Run 1, met2 routing:
Drawn at 2 px/um.
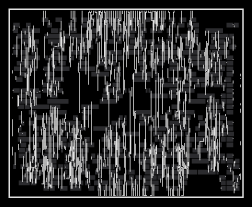
Run 1, congestion heat map:
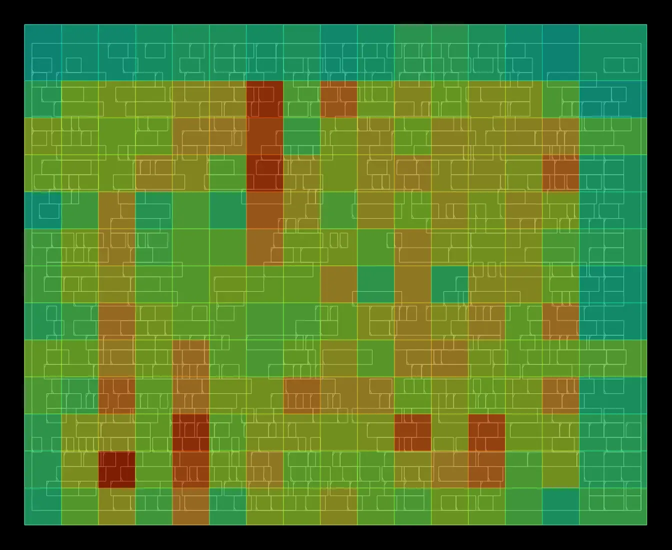
Run 1, signal wires on met3:
Drawn at 2 px/um.
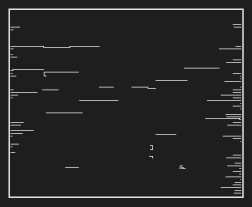
Design sram_fifo_ctrl, sky130hd; sources not shown.
==> summary.txt, run 1 <==
Flow results are below.

- The flow ran to the end, and the final reports show no timing, DRC or antenna violations.
- The kind of end point of the critical path is an output pin, for reference.
- The flow reports an fmax of roughly 320 MHz.
- The horizontal die dimension is 116.1 um, for reference.
- The script extracted a total leakage power of 2.765 nW.
- The max-capacitance violation count is 0, for reference.
- dfrtp_1 is the most common cell in the netlist.
- The cell area that synthesis handed to floorplanning was roughly 0.0042 mm2.
- The global-route congestion overflow total is 0, for reference.
- The maximum level of the CTS H-tree is 3, for reference.
- Of the cells placed in the final design, the portion with a size suffix greater than 1 is 0.2933.
- The cell at the slowest stage of the critical path is fa_2, for reference.
- By instance count after routing, the leading logic cell types are 78 x buf_4, 77 x dfrtp_1, 67 x clkdlybuf4s50_1.
- The cell-mix breakdown from Yosys lists the adder-cell area share as 0.04446.
- The first global-routing pass estimated ~15,000 um of wire.
- The final worst-path cycle share is 0.9926, for reference.
- The completed layout was analyzed and its total power is 7.065 mW.
- The site row count is 32, for reference.
- The first detailed-routing pass ran for 4 iterations.
- The reported sequential group power is roughly 1.9 mW, for reference.
- TritonCTS reports the number of clock sinks as 77.
- The max-slew violation count is 0, for reference.
- Across all register-to-register paths, the minimum setup slack is around 0.35 ns.
- Counting I/O delays and the setup requirement, the final critical path takes 3.077 ns.
- The number of warnings in the stage logs is 29, for reference.
- Of the post-synthesis cell area, the dominant cell type holds 0.4626.
- Counting flops with a built-in enable in the synthesized netlist gives 0.
- The sequential cell area is slightly below 0.002 mm2, for reference.
- The worst-case IR drop observed on VDD is between 0.7 and 0.8 mV.
- The number of clock buffers in the layout is 10, for reference.
- The power report lists the clock group at approximately 750 uW.
- Yosys reports the multiplexer fraction of the synthesized area as 0.1805.
- The number of antenna diodes in the final layout is 0.
- Walking the worst path, the cells encountered are ha_4 > inv_2 > fa_2 > nand3b_1 > a211o_1 > a2bb2o_4 > nand2_4 > buf_6 > mux2_4 > buf_6.
- The cell family with the largest share of critical-path delay is adder cells, for reference.
- Multi-input combinational cells in the finished layout were counted as between 200 and 250.
- The async set-or-reset flop fraction in the synthesized netlist is 1.000, for reference.
- The floorplan step records an initial core utilization of 0.4212.
- The number of buffers added by the clock tree synthesis step is 9, for reference.
- The critical path in this run is classified as flop to output pin.
- Including well taps, the total number of placed cells is 628.
- Setup repair after global routing could not meet its margin everywhere.
- Counting instances in the post-synthesis netlist gives the leading cell types as 77 x dfrtp_1, 64 x buf_4, 40 x nand2_1.
- There are ~77 flip-flops and latches.
- The final report lists the setup-violating endpoint count as 0.
- The pin count of the biggest net entering global routing is ~56, for reference.
- The floorplan report lists the tap cell count as around 140.
- In the final layout, excluding clock buffers the buffer count is 208.
- The clock root buffer is clkbuf_8, for reference.
- After layout, the worst setup slack is approximately 0.023 ns.
- The die is about 93 um tall.
- The largest stage delay on the critical path is around 0.46 ns, for reference.
- Grouping non-sequential cells by family puts the most area in multiplexers.
- The synthesis report lists the most area-consuming cells as dfrtp_1 46%, buf_4 12%, mux2_2 10%.
- The area share of xor/xnor cells in the synthesized design is 0.03785, for reference.
- In the Yosys stats the netlist draws on 32 distinct library cells.
- The floorplan step defined a core boundary enclosing between 0.009 and 0.01 mm2.
- The layout report lists the clock-cell share of area as 0.03318.
- The placement report lists the number of port buffers as between 100 and 150.
- On the worst setup and hold paths after CTS, the clock-pin slew comes to 0.08 ns.
- Cell internal power was estimated by the tool at between 4 and 5 mW.
- Summing all non-filler instances in the final layout gives an area of 0.005844 mm2.
- The cell-mix breakdown from Yosys lists the simple-gate area share as 0.08081.
- The actual transition at the worst max-transition pin is approximately 1.4 ns, for reference.
- The number of flip-flops and latches in the synthesized netlist is 77, for reference.
- The area recorded from the Yosys report for this design is about 0.0042 mm2.
- The number of antenna violations at the first check in global routing is 0.
- The arrival time at the worst endpoint is 2.77 ns, for reference.
- The startpoint type of the worst setup path is a flop, for reference.
- The placed wire-length estimate is 6505 um, for reference.
- The largest part of the power goes to combinational cells.
About 'met2 routing':
525 nets have wire on it. The layer carries 4,750 um of wire. The wires run mostly vertical. The layer holds 52% of the routed length. The longest straight run is 36.2 um.
total via count in the routed design: 3,084
Global Route met2 Usage: 0.3075
overall routed net length: 9185 um

About 'congestion heat map':
GRT Total Usage: 0.1770
average wire per cell in the routed design: 13.90 um
met1 Resource Use GR: 0.2196
final core utilization: 0.5910
routing layer with the top usage in global route: met2

About 'signal wires on met3':
The layer carries 478 um of wire. The layer holds 5.2% of the routed length. The longest straight run is 19.3 um.
met3 usage in global routing: 0.04537

[run 1: cell families after synthesis]
kind of cell	after synthesis
buf+inv	90
flops	77
mux	70
simple gates	69
compound gates	41
xor+xnor	18
fa+ha+maj	13
[run 1: per-layer routing]
metal / track usage / up-vias / share of wire
li1: - / 1489 / -
met1: 0.2196 / 1502 / 0.43
met2: 0.3075 / 91 / 0.52
met3: 0.04537 / 2 / 0.052
met4: 0.04060 / 0 / 0.0022
met5: 0 / - / 0
[run 1: repair_timing]
action / CTS / global route
gates cloned: 0 / 0
endpoints found under the setup margin: 11 / 9
resized: 42 / 6
buffers inserted: 15 / 1
hold buffers: 1 / 0
hold endpoints to repair: 22 / 0
pin swaps: 7 / 6
Run 1, cells by drive strength:
Drawn at 4 px/um.
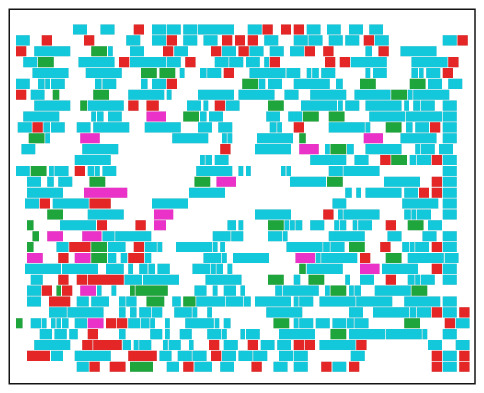

==> run 1 -> run 2 <==
--- a/config.mk
+++ b/config.mk
@@ -7,13 +7,13 @@
 export LEC_CHECK = 0
 export CAP_MARGIN = 5
 export CORE_ASPECT_RATIO = 0.8
+export CORE_MARGIN = 2
 export CORE_UTILIZATION = 40
 export CTS_BUF_LIST = sky130_fd_sc_hd__clkbuf_2 sky130_fd_sc_hd__clkbuf_4 sky130_fd_sc_hd__clkbuf_8
 export CTS_CLUSTER_SIZE = 10
 export DETAILED_ROUTE_END_ITERATION = 16
 export GPL_TIMING_DRIVEN = 0
 export PLACE_DENSITY = 0.72
-export RECOVER_POWER = 50
 export SYNTH_ARGS = -nofsm -noshare
 export SYNTH_HDL_FRONTEND = slang
 export SYNTH_SLANG_ARGS = --single-unit
Run 2, cells by drive strength:
Drawn at 4 px/um.
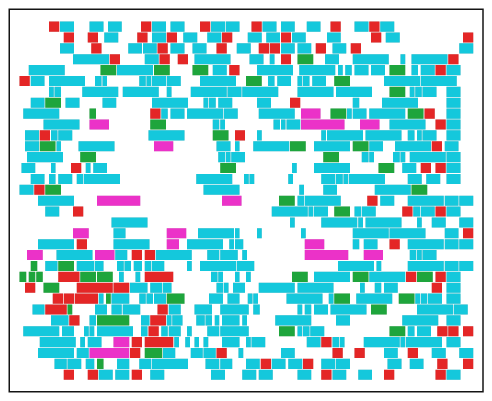
Cyan is _0 and _1 cells, cells 372, share 71%. Red is _3 and _4 cells, cells 86, share 16%. Magenta is _6 and larger, cells 17, share 3.3%. Green is _2 cells, cells 47, share 9.0%.
Worst Slack Setup Final: 0.02332 ns
area of all placed cells without fillers: 0.005876 mm2
area delta synth->final: 41.06%
number of buffers other than clock buffers in the final layout: 206

Run 2, logic cells by family:
Drawn at 4 px/um.
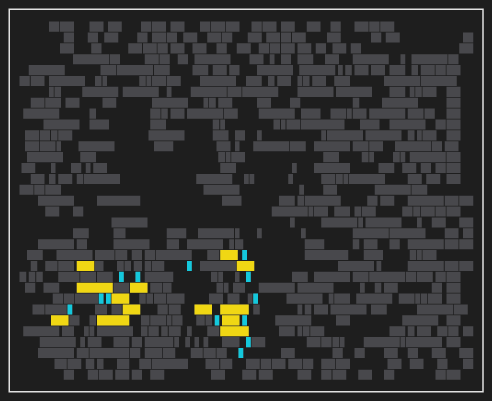
Yellow is adder and majority cells, cells 13. Cyan is inverters, cells 13, where bottom centre.
most frequent logic cell in the layout: clkdlybuf4s50_1
Layout Cells excl Fill: 662
logic gate fraction of the total cell area: 0.2900

==> summary.txt, run 2 <==
Flow results are below.

- Status: complete, no violations (unchanged).
- The fraction of the core area occupied by cells at floorplan came to 0.4084 (was 0.4212).
- The number of well-tap cells placed is 140 (was 136), for reference.
- The placed wire-length estimate is 6258 um (was 6505 um), for reference.
- The synthesized cell area was 0.004165 mm2 (unchanged).
- The final critical-path required period is 3.077 ns (about the same), for reference.
- The count of sequential standard cells was 77 (unchanged).
- The met1 capacity usage during global routing came to 0.2041 (was 0.2196).
- Setup repair after global routing missed its margin: true (unchanged).
- The number of antenna violations at the first check in global routing is 0 (unchanged), for reference.
- The type of the worst setup path is flop to output pin (unchanged).
- The number of distinct library cells after synthesis is 32 (unchanged).
- The number of port buffers is 113 (unchanged).
- The max-slew violation count is 0 (unchanged).
- The async set-or-reset flop fraction in the synthesized netlist came to 1.000 (unchanged).
- The site row count is 33 (was 32), for reference.
- The placeable core region is 0.01020 mm2 (was 0.009889 mm2), for reference.
- The kind of end point of the critical path is an output pin (unchanged), for reference.
- The actual transition at the worst max-transition pin is 0.7720 ns (was 1.354 ns), for reference.
- The number of warnings in the stage logs is 29 (unchanged).
- The setup slack of the most critical reg-to-reg path was 0.36 ns (was 0.35 ns).
- The arrival time at the worst endpoint came to 2.77 ns (about the same).
- The maximum level of the CTS H-tree came to 3 (unchanged).
- The final setup violation count is 0 (unchanged), for reference.
- Most frequently placed logic cells in the final layout: 102 x clkdlybuf4s50_1, 77 x buf_4, 77 x dfrtp_1 (was 78 x buf_4, 77 x dfrtp_1, 67 x clkdlybuf4s50_1).
- The highest-utilization routing layer at the global route stage was met2 (unchanged).
- The total leakage power came to 2.751 nW (was 2.765 nW).
- The detailed-routing iteration count for the pre-antenna-repair pass came to 4 (unchanged).
- The total chip power is 7.078 mW (was 7.065 mW), for reference.
- The via total after detailed routing came to 3,059 (was 3,084).
- The share of synthesized cell area in full adder, half adder and majority cells is 0.04446 (unchanged).
- The maximum achievable frequency is 325.0 MHz (about the same), for reference.
- The detailed-route wire length on metal 1 came to 4008 um (was 3939 um).
- The overall die height is 95.27 um (was 93.27 um), for reference.
- The final standard cell utilization of the core is 0.5761 (was 0.5910), for reference.
- The sum of met2 wire segment lengths after detailed routing is 4314 um (was 4747 um).
- The topmost layer with routed signal wires was met4 (unchanged).
- The clock sink count is 77 (unchanged), for reference.
- The max-capacitance violation count is 0 (unchanged).
- The chip area from the yosys synthesis statistics is 0.004165 mm2 (unchanged), for reference.
- The share of cells above drive strength 1 is 0.2874 (was 0.2933), for reference.
- The sequential cell area was 0.001927 mm2 (unchanged).
- The total number of multi-input combinational cells came to 211 (unchanged).
- The startpoint type of the worst setup path is a flop (unchanged), for reference.
- The post-synth tally of flip-flops with integrated enable is 0 (unchanged), for reference.
- The pin count of the biggest net entering global routing was 49 (was 56).
Run 2, signal wires on met3:
Drawn at 2 px/um.
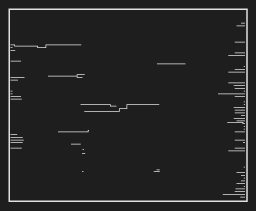
The layer carries 380 um of wire. The longest straight run is 17.5 um. 62 nets have wire on it. The layer holds 4.3% of the routed length.
met3 usage in global routing: 0.04426
overall routed net length: 8781 um

[run 2: timing repair]
| action | CTS | global route |
|---|---|---|
| setup buffers | 12 | 2 |
| pin swaps | 6 | 6 |
| hold buffers | 1 | 0 |
| setup endpoints to repair | 11 | 9 |
| endpoints found under the hold margin | 31 | 0 |
| resized | 38 | 6 |
[run 2: worst max-delay path, stage by stage (launching register included)]
cell	delay, ns
dfrtp_1	0.43
ha_4	0.18
inv_2	0.05
fa_2	0.46
nand3b_1	0.18
a211o_1	0.27
a2bb2o_4	0.24
nand2_4	0.10
buf_6	0.11
mux2_4	0.29
buf_6	0.12
[run 2: power by group]
part / internal, mW / switching (mW) / leakage (nW)
Sequential: 1.54 / 0.318 / 0.921
Clock: 0.532 / 0.364 / 0.116
Combinational: 2.42 / 1.90 / 1.71
Total: 4.49 / 2.58 / 2.75
No activity file was given, so power comes from the tool's default toggle rates.
